<file path="src/rtl/sr_err_defs.sv">
// Shared constants for the switch/display and CPU-error register block:
// iopage addresses, CER bit layout and the error-source index map.
package sr_err_defs;

  localparam logic [12:0] ADDR_SWR    = 13'o17570;
  localparam logic [12:0] ADDR_ERR_LO = 13'o17740;
  localparam logic [12:0] ADDR_ERR_HI = 13'o17742;
  localparam logic [12:0] ADDR_CER    = 13'o17766;

  localparam logic [11:0] WADDR_SWR    = ADDR_SWR[12:1];
  localparam logic [11:0] WADDR_ERR_LO = ADDR_ERR_LO[12:1];
  localparam logic [11:0] WADDR_ERR_HI = ADDR_ERR_HI[12:1];
  localparam logic [11:0] WADDR_CER    = ADDR_CER[12:1];

  localparam int CER_EVT_LSB = 2;
  localparam int CER_EVT_MAX = 6;

  typedef enum logic [2:0] {
    EVT_RED_STACK    = 3'd0,
    EVT_YELLOW_STACK = 3'd1,
    EVT_UNIBUS_TMO   = 3'd2,
    EVT_NXM          = 3'd3,
    EVT_ODD_ADDR     = 3'd4,
    EVT_ILL_HALT     = 3'd5
  } err_src_e;

  // CER read image: sources in bits 7:2, everything else reads zero.
  function automatic logic [15:0] cer_read(input logic [CER_EVT_MAX-1:0] bits);
    return {8'h00, bits, 2'b00};
  endfunction

endpackage

</file>
<file path="src/rtl/sr_debounce.sv">
// Console switch synchroniser and debouncer: a new value is accepted only
// after it has been seen unchanged for DEBOUNCE cycles past the synchroniser.
module sr_debounce #(
  parameter int W        = 16,
  parameter int DEBOUNCE = 1024
) (
  input  logic         clk_i,
  input  logic         reset_ni,
  input  logic [W-1:0] sw_i,
  output logic [W-1:0] sample_o
);

  localparam int            CW      = (DEBOUNCE > 1) ? $clog2(DEBOUNCE) : 1;
  localparam logic [CW-1:0] CNT_MAX = CW'(DEBOUNCE - 1);

  logic [W-1:0]  sync1_q, sync2_q;
  logic [W-1:0]  cand_q, cand_d;
  logic [W-1:0]  sample_q, sample_d;
  logic [CW-1:0] cnt_q, cnt_d;

  always_comb begin
    cand_d   = cand_q;
    cnt_d    = cnt_q;
    sample_d = sample_q;
    if (sync2_q != cand_q) begin
      cand_d = sync2_q;
      cnt_d  = {CW{1'b0}};
    end else if (cnt_q != CNT_MAX) begin
      cnt_d = cnt_q + {{(CW-1){1'b0}}, 1'b1};
    end else begin
      cnt_d = cnt_q;
    end
    // Re-loading while saturated is harmless: the candidate cannot change then.
    if (cnt_d == CNT_MAX) begin
      sample_d = cand_q;
    end else begin
      sample_d = sample_q;
    end
  end

  always_ff @(posedge clk_i or negedge reset_ni) begin
    if (!reset_ni) begin
      sync1_q  <= {W{1'b0}};
      sync2_q  <= {W{1'b0}};
      cand_q   <= {W{1'b0}};
      cnt_q    <= {CW{1'b0}};
      sample_q <= {W{1'b0}};
    end else begin
      sync1_q  <= sw_i;
      sync2_q  <= sync1_q;
      cand_q   <= cand_d;
      cnt_q    <= cnt_d;
      sample_q <= sample_d;
    end
  end

  assign sample_o = sample_q;

endmodule

</file>
<file path="src/rtl/sr_err_regs.sv">
// PDP-11 iopage slave: debounced switch register, write-only display register,
// CPU error register with first-error physical address latch.
module sr_err_regs
  import sr_err_defs::*;
#(
  parameter int SW_WIDTH = 16,
  parameter int DEBOUNCE = 1024,
  parameter int N_ERR    = 6,
  parameter int AW       = 22
) (
  input  logic                clk,
  input  logic                reset_n,
  input  logic [12:0]         iopage_addr,
  input  logic [15:0]         data_in,
  input  logic                iopage_rd,
  input  logic                iopage_wr,
  input  logic                iopage_byte_op,
  output logic [15:0]         data_out,
  output logic                decode,
  input  logic [SW_WIDTH-1:0] switches,
  output logic [SW_WIDTH-1:0] display,
  input  logic [N_ERR-1:0]    err_evt,
  input  logic [AW-1:0]       err_addr,
  output logic                err_pending
);

  logic [SW_WIDTH-1:0] switch_sample;
  logic [SW_WIDTH-1:0] display_q, display_d;
  logic [N_ERR-1:0]    cer_q, cer_d;
  logic [AW-1:0]       err_addr_q, err_addr_d;
  logic                addr_valid_q, addr_valid_d;

  logic [11:0] waddr;
  logic        hit_swr, hit_lo, hit_hi, hit_cer;
  logic        wr_swr, wr_cer, any_evt, valid_after_wr;
  logic [15:0] disp16, disp16_d;
  logic [N_ERR-1:0] cer_base;
  logic [31:0] ea32;
  logic        unused_rd;

  sr_debounce #(
    .W        (SW_WIDTH),
    .DEBOUNCE (DEBOUNCE)
  ) u_debounce (
    .clk_i    (clk),
    .reset_ni (reset_n),
    .sw_i     (switches),
    .sample_o (switch_sample)
  );

  assign waddr   = iopage_addr[12:1];
  assign hit_swr = (waddr == WADDR_SWR);
  assign hit_lo  = (waddr == WADDR_ERR_LO);
  assign hit_hi  = (waddr == WADDR_ERR_HI);
  assign hit_cer = (waddr == WADDR_CER);
  assign decode  = hit_swr | hit_lo | hit_hi | hit_cer;

  assign wr_swr  = iopage_wr & hit_swr;
  assign wr_cer  = iopage_wr & hit_cer;
  assign any_evt = |err_evt;
  assign disp16  = 16'(display_q);
  assign ea32    = 32'(err_addr_q);
  assign unused_rd = iopage_rd;

  // Display register: word or byte-lane update; odd byte lanes carry data in 15:8.
  always_comb begin
    disp16_d = disp16;
    if (wr_swr && !iopage_byte_op) begin
      disp16_d = data_in;
    end else if (wr_swr && iopage_addr[0]) begin
      disp16_d[15:8] = data_in[15:8];
    end else if (wr_swr) begin
      disp16_d[7:0] = data_in[7:0];
    end else begin
      disp16_d = disp16;
    end
    display_d = disp16_d[SW_WIDTH-1:0];
  end

  // CER and first-error latch; an event in the write cycle wins and re-arms the latch.
  always_comb begin
    cer_base       = wr_cer ? data_in[CER_EVT_LSB +: N_ERR] : cer_q;
    cer_d          = cer_base | err_evt;
    valid_after_wr = wr_cer ? 1'b0 : addr_valid_q;
    err_addr_d     = err_addr_q;
    addr_valid_d   = valid_after_wr;
    if (any_evt && !valid_after_wr) begin
      err_addr_d   = err_addr;
      addr_valid_d = 1'b1;
    end else begin
      err_addr_d   = err_addr_q;
      addr_valid_d = valid_after_wr | any_evt;
    end
  end

  // Register file state.
  always_ff @(posedge clk or negedge reset_n) begin
    if (!reset_n) begin
      display_q    <= {SW_WIDTH{1'b0}};
      cer_q        <= {N_ERR{1'b0}};
      err_addr_q   <= {AW{1'b0}};
      addr_valid_q <= 1'b0;
    end else begin
      display_q    <= display_d;
      cer_q        <= cer_d;
      err_addr_q   <= err_addr_d;
      addr_valid_q <= addr_valid_d;
    end
  end

  // Read mux; undecoded addresses return zero so the iopage OR-mux is unaffected.
  always_comb begin
    data_out = 16'h0000;
    case (waddr)
      WADDR_SWR:    data_out = 16'(switch_sample);
      WADDR_ERR_LO: data_out = ea32[15:0];
      WADDR_ERR_HI: data_out = ea32[31:16];
      WADDR_CER:    data_out = cer_read(CER_EVT_MAX'(cer_q));
      default:      data_out = 16'h0000;
    endcase
  end

  assign display     = display_q;
  assign err_pending = |cer_q;

endmodule

</file>
<file path="config.mk">
export PLATFORM = sky130hd
export DESIGN_NAME = sr_err_regs
export DESIGN_NICKNAME = d
export VERILOG_FILES = /design/src/rtl/sr_err_defs.sv /design/src/rtl/sr_debounce.sv /design/src/rtl/sr_err_regs.sv
export SDC_FILE = /design/constraint.sdc
export NUM_CORES = 1
export LEC_CHECK = 0
export ABC_AREA = 1
export ABC_CLOCK_PERIOD_IN_PS = 1800
export CORE_MARGIN = 8
export CORE_UTILIZATION = 45
export DETAILED_ROUTE_END_ITERATION = 10
export PLACE_DENSITY = 0.81
export SYNTH_ARGS = -nofsm -noshare
export SYNTH_HDL_FRONTEND = slang
export SYNTH_SLANG_ARGS = --single-unit
export TNS_END_PERCENT = 1
</file>
<file path="constraint.sdc">
create_clock -name clk -period 1.8 [get_ports clk]
set_input_delay 0.36 -clock clk [delete_from_list [all_inputs] [get_ports clk]]
set_output_delay 0.36 -clock clk [all_outputs]
set_load 0.03 [all_outputs]
</file>
port_nets.png
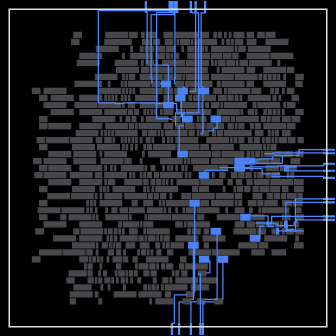
Key: err_addr = blue [direction input, end cells 22, wire 961 um]

gate_families.png
Scale bar: 20 um.
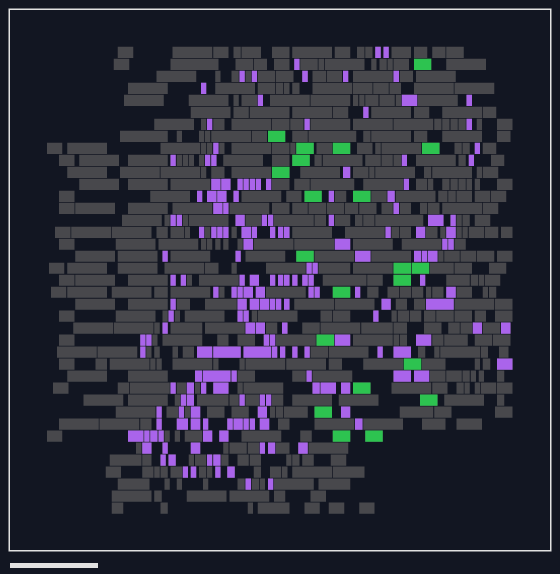
Key: NAND gates = purple [cells 184, most used nand2_1]; multiplexers = green [cells 21, most used mux2_2]
final standard cell count with taps included and fillers excluded: 828
commonest non-fill, non-tap cell in the layout: dfrtp_1
share of the final layout cell area in multi-input gates: 25.2%

density.png
The die is cut into 12 by 12 equal tiles; black is low, pale yellow is high, 0 to 100% covered.
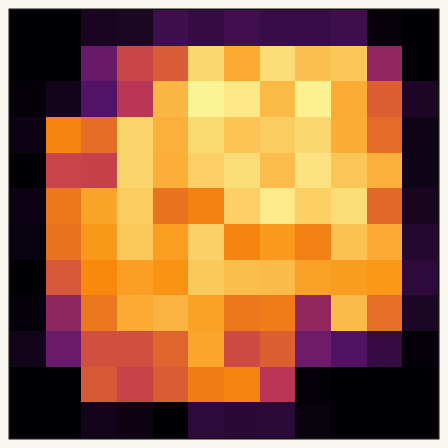
The emptiest ninth of the die: lower right. The fullest tile reaches 97%. 17% of the tiles are nearly empty. The mean over all tiles is 49%. 36% of the tiles are over 75% full.
utilization of the core after routing: 67.3%
standard cell core area: 11200 sq um
Starting Density: 45.5%

final_placement.png
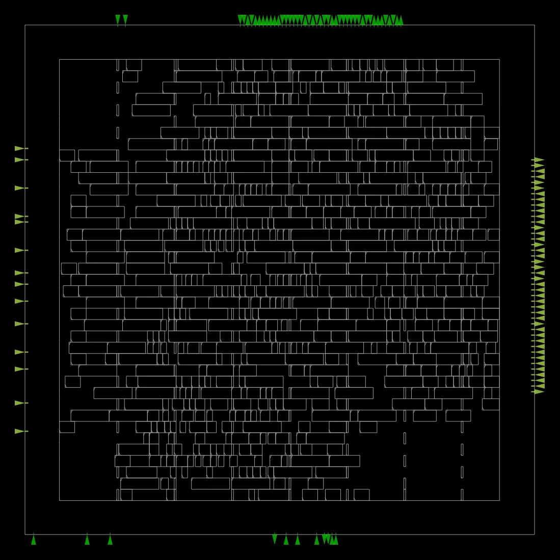
Tap Count: 143
number of standard-cell rows in the floorplan: 39

met3.png
Scale bar: 20 um.
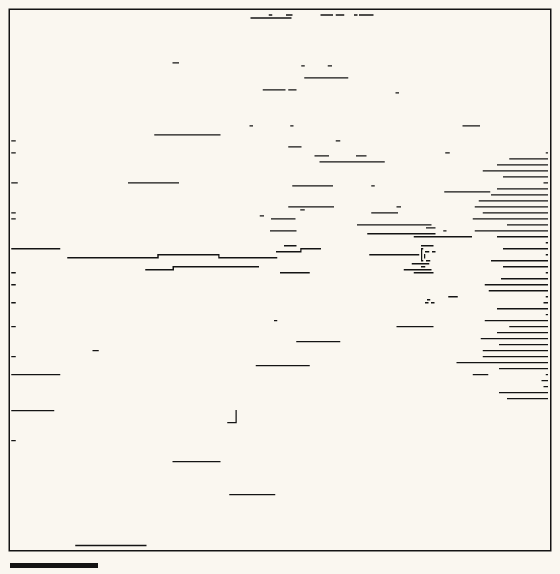
The wires run mostly horizontal. The longest straight run is 20.5 um. The layer holds 5.9% of the routed length. The layer carries 823 um of wire.

==> results.txt <==
The synthesis and place-and-route flow finished, so here is a summary.

The CTS sink count is roughly 120. The number of port buffers came out at around 110. The final reports fail on setup timing. The synthesized design contains 0 enable-type register cells.

The maximum clock rate came out at around 500 MHz. In the final report, the number of hold violations comes to 0. The synth_stat.txt file lists the number of cells as about 520. Per the timing report, the most critical flop-to-flop path finishes at u_debounce.sample_o[8].

Global routing finished with a remaining overflow of 0. The area added between synthesis and finish is 48.0%. The source-to-sink clock delay at the later pin of the worst-skew pair came out at approximately 0.41 ns.

STA classifies the critical path startpoint as an input pin. The number of diodes is 0. The run finished, with violations left. The last timing report of the flow puts the setup violation total at 33.

The post-route worst setup slack came out at -0.206 ns. The DRC violation total left in the routed layout is recorded as 0. The top-level I/O count came out at about 110. Looking at the reg2reg group, the worst path starts from u_debounce.cnt_q[1]. The number of nets in the layout came out at approximately 750.
stage by stage:
stage	power, W	std cells
after global placement	0.00321	784
after CTS	0.00681	828
after global routing	0.00700	828
after floorplan	0.00295	520
after detailed placement	0.00323	784
final	0.00677	828
sequential cells by signal, indices dropped and copies added (netlist names):
| register | count |
|---|---|
| err_addr_q | 22 |
| u_debounce.cnt_q | 10 |
| addr_valid_q | 1 |
| u_debounce.sync2_q | 16 |
| u_debounce.sync1_q | 16 |
| u_debounce.sample_o | 16 |
| display | 16 |
| u_debounce.cand_q | 16 |
| cer_q | 6 |
area by class of cell:
cell class                 count  area, sq um
clock buffer                  18          429
fill                         784         3670
inverter                      62          238
clock inverter                14          200
sequential                   119         2980
multi-input combinational    309         1900
timing repair buffer         163         1630
tap                          143          179
repair_timing:
item                                   CTS  global route
setup buffers                            8             1
setup endpoints to repair               79            46
hold buffers                             1             0
pin swaps                               16            11
endpoints found under the hold margin  119             0
resized                                 92            21
gates cloned                             3             0
report_power, final:
group | switching, W | internal (W)
combinational | 0.000166 | 0.000212
clock | 0.00125 | 0.00233
sequential | 0.0000527 | 0.00276
kinds of logic after synthesis:
group	synth area share [%]
AND/OR/NAND/NOR	21.9
flip-flops	58.3
buffers and inverters	7.33
AND-OR/OR-AND	6.72
multiplexers	4.63
XOR/XNOR	0.858
adder cells (fa/ha/maj)	0.245
layer usage:
layer | vias to the layer above | wire length (um) | share of wire [%] | global-route usage, %
met2 | 158 | 7140 | 51 | 33.3
met3 | 49 | 823 | 5.9 | 4.69
met4 | 0 | 603 | 4.3 | 10.9
met1 | 2024 | 5480 | 39 | 20.4
met5 | - | 0 | 0 | 0
li1 | 2011 | - | - | -
critical path, delay by kind of cell:
family                 cells  cell delay [ns]
buffers and inverters      6             0.70
and+or+nand+nor            4             0.59
Power figures rest on the tool's default switching activity, not on a simulated workload.
